$ cat src/rtl/multi_byte_rx.sv
// UART 8N1 receiver that packs DATA_WIDTH/8 consecutive bytes into one word.
// Bit timing, byte framing, inter-byte timeout and word assembly share one FSM.
module multi_byte_rx #(
  parameter int DATA_WIDTH   = 32,
  parameter bit MSB_1st      = 1'b1,
  parameter int CLK_FREQ     = 50_000_000,
  parameter int TIMEOUT_BITS = 20
) (
  input  logic                  clk,
  input  logic                  rst,
  input  logic [2:0]            baud_set,
  input  logic                  uart_rx,
  output logic [DATA_WIDTH-1:0] multi_byte_data_out,
  output logic                  multi_byte_rx_done,
  output logic                  frame_err,
  output logic                  timeout_err,
  output logic                  uart_state
);

  localparam int NBYTES = DATA_WIDTH / 8;
  localparam int IDX_W  = (NBYTES > 1) ? $clog2(NBYTES) : 1;

  localparam logic [31:0] DIV_9600   = 32'(CLK_FREQ / 9600);
  localparam logic [31:0] DIV_19200  = 32'(CLK_FREQ / 19200);
  localparam logic [31:0] DIV_38400  = 32'(CLK_FREQ / 38400);
  localparam logic [31:0] DIV_57600  = 32'(CLK_FREQ / 57600);
  localparam logic [31:0] DIV_115200 = 32'(CLK_FREQ / 115200);

  typedef enum logic [2:0] {IDLE, START, DATA, STOP, GAP, WAIT_HIGH} state_t;

  state_t                  state, state_n;
  logic                    rx_meta, rx_s, rx_prev;
  logic [31:0]             div, div_n;
  logic [31:0]             cnt, cnt_n;
  logic [2:0]              bit_cnt, bit_n;
  logic [IDX_W-1:0]        idx, idx_n;
  logic [7:0]              shreg, shreg_n;
  logic [DATA_WIDTH-1:0]   word, word_n;
  logic [DATA_WIDTH-1:0]   data_n, assembled;
  logic                    done_n, ferr_n, terr_n, ustate_n;
  logic                    fall, last_byte;
  logic [IDX_W-1:0]        slot;
  logic [31:0]             baud_div, half_m1, bit_end, gap_end;

  assign fall      = rx_prev & ~rx_s;
  assign last_byte = (idx == IDX_W'(NBYTES - 1));
  assign slot      = MSB_1st ? (IDX_W'(NBYTES - 1) - idx) : idx;
  assign half_m1   = (div >> 1) - 32'd1;
  assign bit_end   = div - 32'd1;
  assign gap_end   = 32'(TIMEOUT_BITS) * div - 32'd1;

  always_comb begin
    case (baud_set)
      3'd1:    baud_div = DIV_19200;
      3'd2:    baud_div = DIV_38400;
      3'd3:    baud_div = DIV_57600;
      3'd4:    baud_div = DIV_115200;
      default: baud_div = DIV_9600;
    endcase
  end

  // Word being built with the current byte dropped into its slot.
  always_comb begin
    assembled = word;
    assembled[int'(slot) * 8 +: 8] = shreg;
  end

  always_comb begin
    state_n  = state;
    div_n    = div;
    cnt_n    = cnt;
    bit_n    = bit_cnt;
    idx_n    = idx;
    shreg_n  = shreg;
    word_n   = word;
    data_n   = multi_byte_data_out;
    done_n   = 1'b0;
    ferr_n   = 1'b0;
    terr_n   = 1'b0;
    ustate_n = uart_state;
    case (state)
      IDLE: begin
        // Tracking baud_set only here freezes the rate for the whole word.
        div_n = baud_div;
        if (fall) begin
          state_n  = START;
          cnt_n    = 32'd0;
          ustate_n = 1'b1;
        end
      end
      START: begin
        if (cnt == half_m1) begin
          cnt_n = 32'd0;
          if (!rx_s) begin
            state_n = DATA;
            bit_n   = 3'd0;
          end else if (idx == '0) begin
            state_n  = IDLE;
            ustate_n = 1'b0;
          end else begin
            state_n = GAP;
          end
        end else begin
          cnt_n = cnt + 32'd1;
        end
      end
      DATA: begin
        if (cnt == bit_end) begin
          cnt_n   = 32'd0;
          shreg_n = {rx_s, shreg[7:1]};
          bit_n   = bit_cnt + 3'd1;
          if (bit_cnt == 3'd7) state_n = STOP;
        end else begin
          cnt_n = cnt + 32'd1;
        end
      end
      STOP: begin
        if (cnt == bit_end) begin
          cnt_n = 32'd0;
          if (rx_s) begin
            if (last_byte) begin
              data_n   = assembled;
              done_n   = 1'b1;
              ustate_n = 1'b0;
              idx_n    = '0;
              state_n  = IDLE;
            end else begin
              word_n  = assembled;
              idx_n   = idx + 1'b1;
              state_n = GAP;
            end
          end else begin
            ferr_n   = 1'b1;
            idx_n    = '0;
            ustate_n = 1'b0;
            state_n  = WAIT_HIGH;
          end
        end else begin
          cnt_n = cnt + 32'd1;
        end
      end
      GAP: begin
        if (fall) begin
          state_n = START;
          cnt_n   = 32'd0;
        end else if (cnt == gap_end) begin
          terr_n   = 1'b1;
          idx_n    = '0;
          ustate_n = 1'b0;
          cnt_n    = 32'd0;
          state_n  = IDLE;
        end else begin
          cnt_n = cnt + 32'd1;
        end
      end
      WAIT_HIGH: begin
        // A held-low (break) line must rise before a new start edge counts.
        idx_n    = '0;
        ustate_n = 1'b0;
        if (rx_s) state_n = IDLE;
      end
      default: state_n = IDLE;
    endcase
  end

  always_ff @(posedge clk) begin
    if (rst) begin
      rx_meta             <= 1'b1;
      rx_s                <= 1'b1;
      rx_prev             <= 1'b1;
      state               <= IDLE;
      div                 <= DIV_9600;
      cnt                 <= 32'd0;
      bit_cnt             <= 3'd0;
      idx                 <= '0;
      shreg               <= 8'd0;
      word                <= '0;
      multi_byte_data_out <= '0;
      multi_byte_rx_done  <= 1'b0;
      frame_err           <= 1'b0;
      timeout_err         <= 1'b0;
      uart_state          <= 1'b0;
    end else begin
      rx_meta             <= uart_rx;
      rx_s                <= rx_meta;
      rx_prev             <= rx_s;
      state               <= state_n;
      div                 <= div_n;
      cnt                 <= cnt_n;
      bit_cnt             <= bit_n;
      idx                 <= idx_n;
      shreg               <= shreg_n;
      word                <= word_n;
      multi_byte_data_out <= data_n;
      multi_byte_rx_done  <= done_n;
      frame_err           <= ferr_n;
      timeout_err         <= terr_n;
      uart_state          <= ustate_n;
    end
  end

endmodule
$ cat config.mk
export PLATFORM = sky130hd
export DESIGN_NAME = multi_byte_rx
export DESIGN_NICKNAME = d
export VERILOG_FILES = /design/src/rtl/multi_byte_rx.sv
export SDC_FILE = /design/constraint.sdc
export NUM_CORES = 1
export LEC_CHECK = 0
export CAP_MARGIN = 20
export CORE_AREA = 2 2 119 121
export CTS_CLUSTER_SIZE = 30
export DETAILED_ROUTE_END_ITERATION = 16
export DIE_AREA = 0 0 121 123
export GPL_ROUTABILITY_DRIVEN = 0
export GPL_TIMING_DRIVEN = 1
export MAX_ROUTING_LAYER = met4
export PLACE_DENSITY = 0.81
export RECOVER_POWER = 50
export SYNTH_ARGS = -nofsm -noshare
export SYNTH_HDL_FRONTEND = slang
export SYNTH_SLANG_ARGS = --single-unit
export TNS_END_PERCENT = 10
$ cat constraint.sdc
create_clock -name clk -period 4.79 [get_ports clk]
set_input_delay 0.958 -clock clk [delete_from_list [all_inputs] [get_ports clk]]
set_output_delay 0.958 -clock clk [all_outputs]
set_load 0.02 [all_outputs]
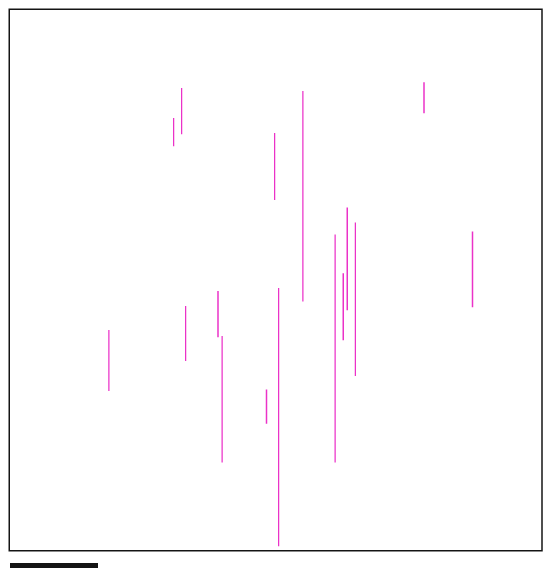
**Above:** metal 4.
Scale bar: 20 microns.
wire length on this layer	358 microns
share of all routed wire	1.7%
longest straight run	58.5 microns
main direction	vertical
nets with wire on the layer	10

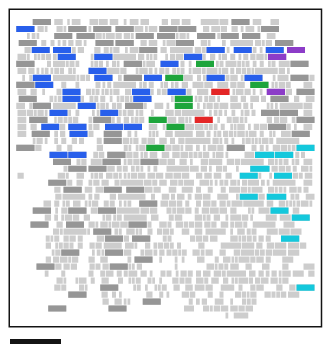
**Above:** where the registers sit.
Scale bar: 20 microns.
signal	colour	sequential cells
idx	red	2
shreg	green	8
div	cyan	12
bit_cnt	purple	3
word	blue	32
not coloured	74

==> run notes <==
Physical design

Per report_power, the combinational group accounts for a little under a third of the total. The floorplan net count stands at 1085. For this design the ratio of total power to cell area is between 300 and 400 nW/um^2. The die area stands at ~15000 sq um. The buffer depth of the longest clock path stands at 2.

The chip area from the yosys synthesis statistics stands at a little over 8000 sq um. The starting density of the core stands at about three fifths. The number of warnings reported in the stage logs is 31. The wire length per cell after detailed routing stands at 17.26 microns. The post-route standard cell area excluding fillers stands at 9376 sq um.

The reg-to-reg setup timing slack stands at roughly 110 ps. The count of flip-flops with a built-in enable after synthesis stands at 0. The checks that failed: max-capacitance violations, max-slew violations. The post-cts sizing count stands at 0. The floorplan die height stands at between 100 and 150 microns. Per the timing report, the most critical flop-to-flop path finishes at cnt[18]$_SDFFE_PP0P_. Per the placement log, port buffering inserted ~40 buffers. The total setup violations reported at the end of the flow stands at 0. The largest single stage delay on the critical path is between 500 and 600 ps. Clock tree synthesis inserted a total of 17 buffers.

The signed area change from the synthesized netlist to the final layout stands at 14.46%. The buffer share of cell area stands at 7.272%. The vias after detailed routing stands at roughly 7800. After technology mapping, the gate count stands at roughly 1000. The final-report max-slew violation count stands at approximately 42. The count of unique library cells instantiated by Yosys stands at roughly 79. In the placement report, post-DP HPWL is listed as roughly 14 mm. The share of power burned in the clock network stands at 36.6%. Summing all flip-flop and latch instances after layout gives ~2600 sq um. The final power report lists total power as roughly 3.5 mW. The number of cells reported by Yosys stat comes to 1047. The final timing report gives a worst setup slack of 113.4 ps.

The detailed placer reported the number of placed instances as 1207. The launch point of the critical path was reported as div[2]$_SDFFE_PP0N_. The share of post-route cells with drive strength above 1 stands at under 10%. Dividing the final minimum period by the clock period gives a little over nine tenths. The worst hold path terminates at rx_s$_SDFF_PP1_. The power of the combinational group stands at around 1.1 mW. Clock tree synthesis selected as its root buffer the cell sky130_fd_sc_hd__clkbuf_16. The hold-critical path depth stands at 1.

The worst path needs ~4700 ps of the cycle, external delays included. The number of H-tree levels stands at 4. Hold is met by about 410 ps. The commonest register cell is sky130_fd_sc_hd__dfxtp_1. The critical path data arrival time stands at 5000 ps. The clock latency at the later pin of the worst-skew pair stands at 430 ps. Counting the inverters off the clock network in the layout gives 23. For this design the static power due to leakage is ~3.7 nW. At the end of the flow, the number of nets in the layout was between 1000 and 1500. In this run the horizontal extent of the chip is between 100 and 150 microns.

TritonRoute reported its final design rule violation total as 0. The placement-stage worst setup slack stands at roughly 53 ps. Broken down by cell family, the worst path's largest delay share belongs to simple AND/OR/NAND/NOR gates. The number of violations of the max-capacitance limit stands at 1.

The pin slew with the least headroom to its limit stands at 1835 ps. The floorplan report lists the tap cell count as between 150 and 200. At the worst endpoint, the required time is approximately 5000 ps. The standard-cell row count stands at around 43. The final hold violation count recorded for this run is 0. The number of setup buffers added after CTS is 0. The remaining global-route overflow stands at 0. The number of buffers and inverters on the critical path stands at 2. In the final layout, excluding clock buffers the buffer count is slightly above 70. The logic area stands at roughly 5200 sq um.

Summed over all instances, the cell type with the most area after synthesis is sky130_fd_sc_hd__dfxtp_1. The multi-input gate count stands at around 810. Setup total negative slack on the finished layout was measured at 0 ps. The cell-internal power stands at between 2 and 2.5 mW. The number of gates on the worst path with buffers counted stands at 16.

Per the STA report, the cell with the highest stage delay on the worst path is sky130_fd_sc_hd__or4_1. Per STA, the worst path is made up of ha_1 -> ha_1 -> inv_1 -> fa_2 -> nor2b_4 -> o2111a_2 -> nor4_4 -> o32ai_2 -> or3b_4 -> or4_1 -> a22oi_1 -> nand4_1 -> a41oi_4 -> buf_12 -> nor2_2 -> a221o_1. The synthesis run shows the most used standard cells to be sky130_fd_sc_hd__nor2_1 (146), sky130_fd_sc_hd__dfxtp_1 (131), sky130_fd_sc_hd__a21oi_1 (93). In this run, flip-flops and latches consume 33.3% of the power.

The maximum number of pins on one net before global-route repair stands at between 90 and 100. The async set-reset flop share out of synthesis stands at 0%. The count of inserted antenna diode cells stands at 0.

In this build the clock could be raised as far as ~210 MHz. The number of sinks driven by the clock tree stands at roughly 130. STA classifies the critical path endpoint as a register. In this run switching power makes up around 34% of total power. In this run the biggest area consumer among cell types represents 32.01% of the synthesized area. Checking hold timing, the worst path is listed with class reg -> reg.

The worst pin sits at a relative slew slack of -22.31%. The clock tree skew after final layout stands at about 13 ps. The utilization after layout stands at between 60% and 70%. The sequential cell count of the final layout stands at 131. The number of iterations in the first detailed-routing pass stands at 6. Looking at the critical path, the highest net fanout was 9.

In the routed layout, each cell is associated on average with a via count of a little over 6. The library cells used most frequently in the layout, excluding fill and tap cells, are sky130_fd_sc_hd__nor2_1 (146), sky130_fd_sc_hd__dfxtp_1 (128), sky130_fd_sc_hd__a21oi_1 (92). The initial antenna violation count stands at 0.

The worst vdd rail ir drop stands at around 0.00027 V. The synthesized area per cell stands at ~7.8 sq um. The fraction of cell area in sequential cells is reported as around 28%. After synthesis, the cell types taking the most area are sky130_fd_sc_hd__dfxtp_1 (32%), sky130_fd_sc_hd__nor2_1 (6.7%), sky130_fd_sc_hd__a21oi_1 (5.7%). In this run the count of I/O pins placed on the die edge is between 40 and 50. Global routing consumed, over all layers together, 28.84% of the routing resources. TritonCTS built the clock tree. The post-cts hold-fix buffer tally stands at 0. The number of storage elements in the synthesis netlist stands at ~130.

In the post-synthesis netlist, the cell with the most instances is sky130_fd_sc_hd__nor2_1. The biggest slice of the area belongs to multi-input combinational cells. The power dissipated by switching net loads stands at between 1 and 1.5 mW. The number of global-route vias before repair stands at around 6700. The run finished, with violations left. The clock network area share stands at under 10%. The summed instance area of the synthesized netlist stands at 8192 sq um.

According to the timing report, the critical path is captured at cnt[18]$_SDFFE_PP0P_. On the reported timing paths, the clock transition at the registers reads ~70 ps. The first global-routing pass estimated about 33 mm of wire.

The worst setup path is of the reg -> reg kind. The worst hold path begins at rx_meta$_SDFF_PP1_. The count of cells along the worst register-to-register path stands at 16. The power in the clock group stands at 1.30 mW. In this run the critical register-to-register path is launched from div[2]$_SDFFE_PP0N_. The placement stage leaves a total instance area of 8648 sq um. The tally of clock buffers in the finished layout stands at 19.

STA classifies the critical path startpoint as a register. After the first detailed-routing iteration, the DRC count stood at ~1000. The number of standard cells in the final layout excluding fillers stands at 1247. Per the cell usage report, the commonest logic cell in the layout is sky130_fd_sc_hd__nor2_1.
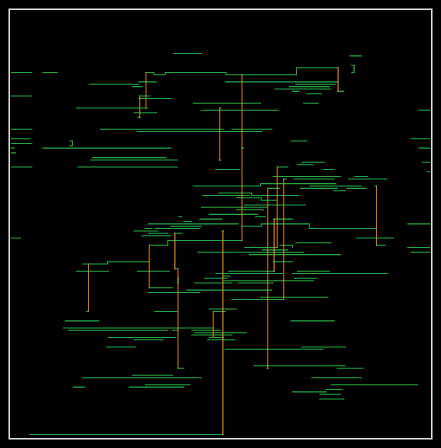
**Above:** metal layers overlaid.
Two of the layers only.
layer	colour	wire length
M3	green	1780 microns
M4	orange	358 microns

## metal layers
layer  up-vias  GRT usage [%]  share of wire [%]
li1       3762              -                  -
met1      3675          39.39                 45
met4         0          9.738                1.7
met5         -              -                  0
met2       306          43.26                 45
met3        38          5.074                8.3
## logic make-up after synthesis
group	share of synthesized area, %
AND/OR/NAND/NOR	27.59
AND-OR/OR-AND	21.26
flip-flops	32.01
buffers and inverters	5.697
XOR/XNOR	6.965
adder cells (fa/ha/maj)	4.979
multiplexers	1.497
## flip-flops by register name (all words and copies together), names as in the netlist
signal and cells:
bit_cnt 3, cnt 32, div 12, frame_err 1
idx 2, multi_byte_data_out 32, multi_byte_rx_done 1, rx_meta 1
rx_prev 1, rx_s 1, shreg 8, state 3
timeout_err 1, uart_state 1, word 32
Power and IR drop assume default switching activity.
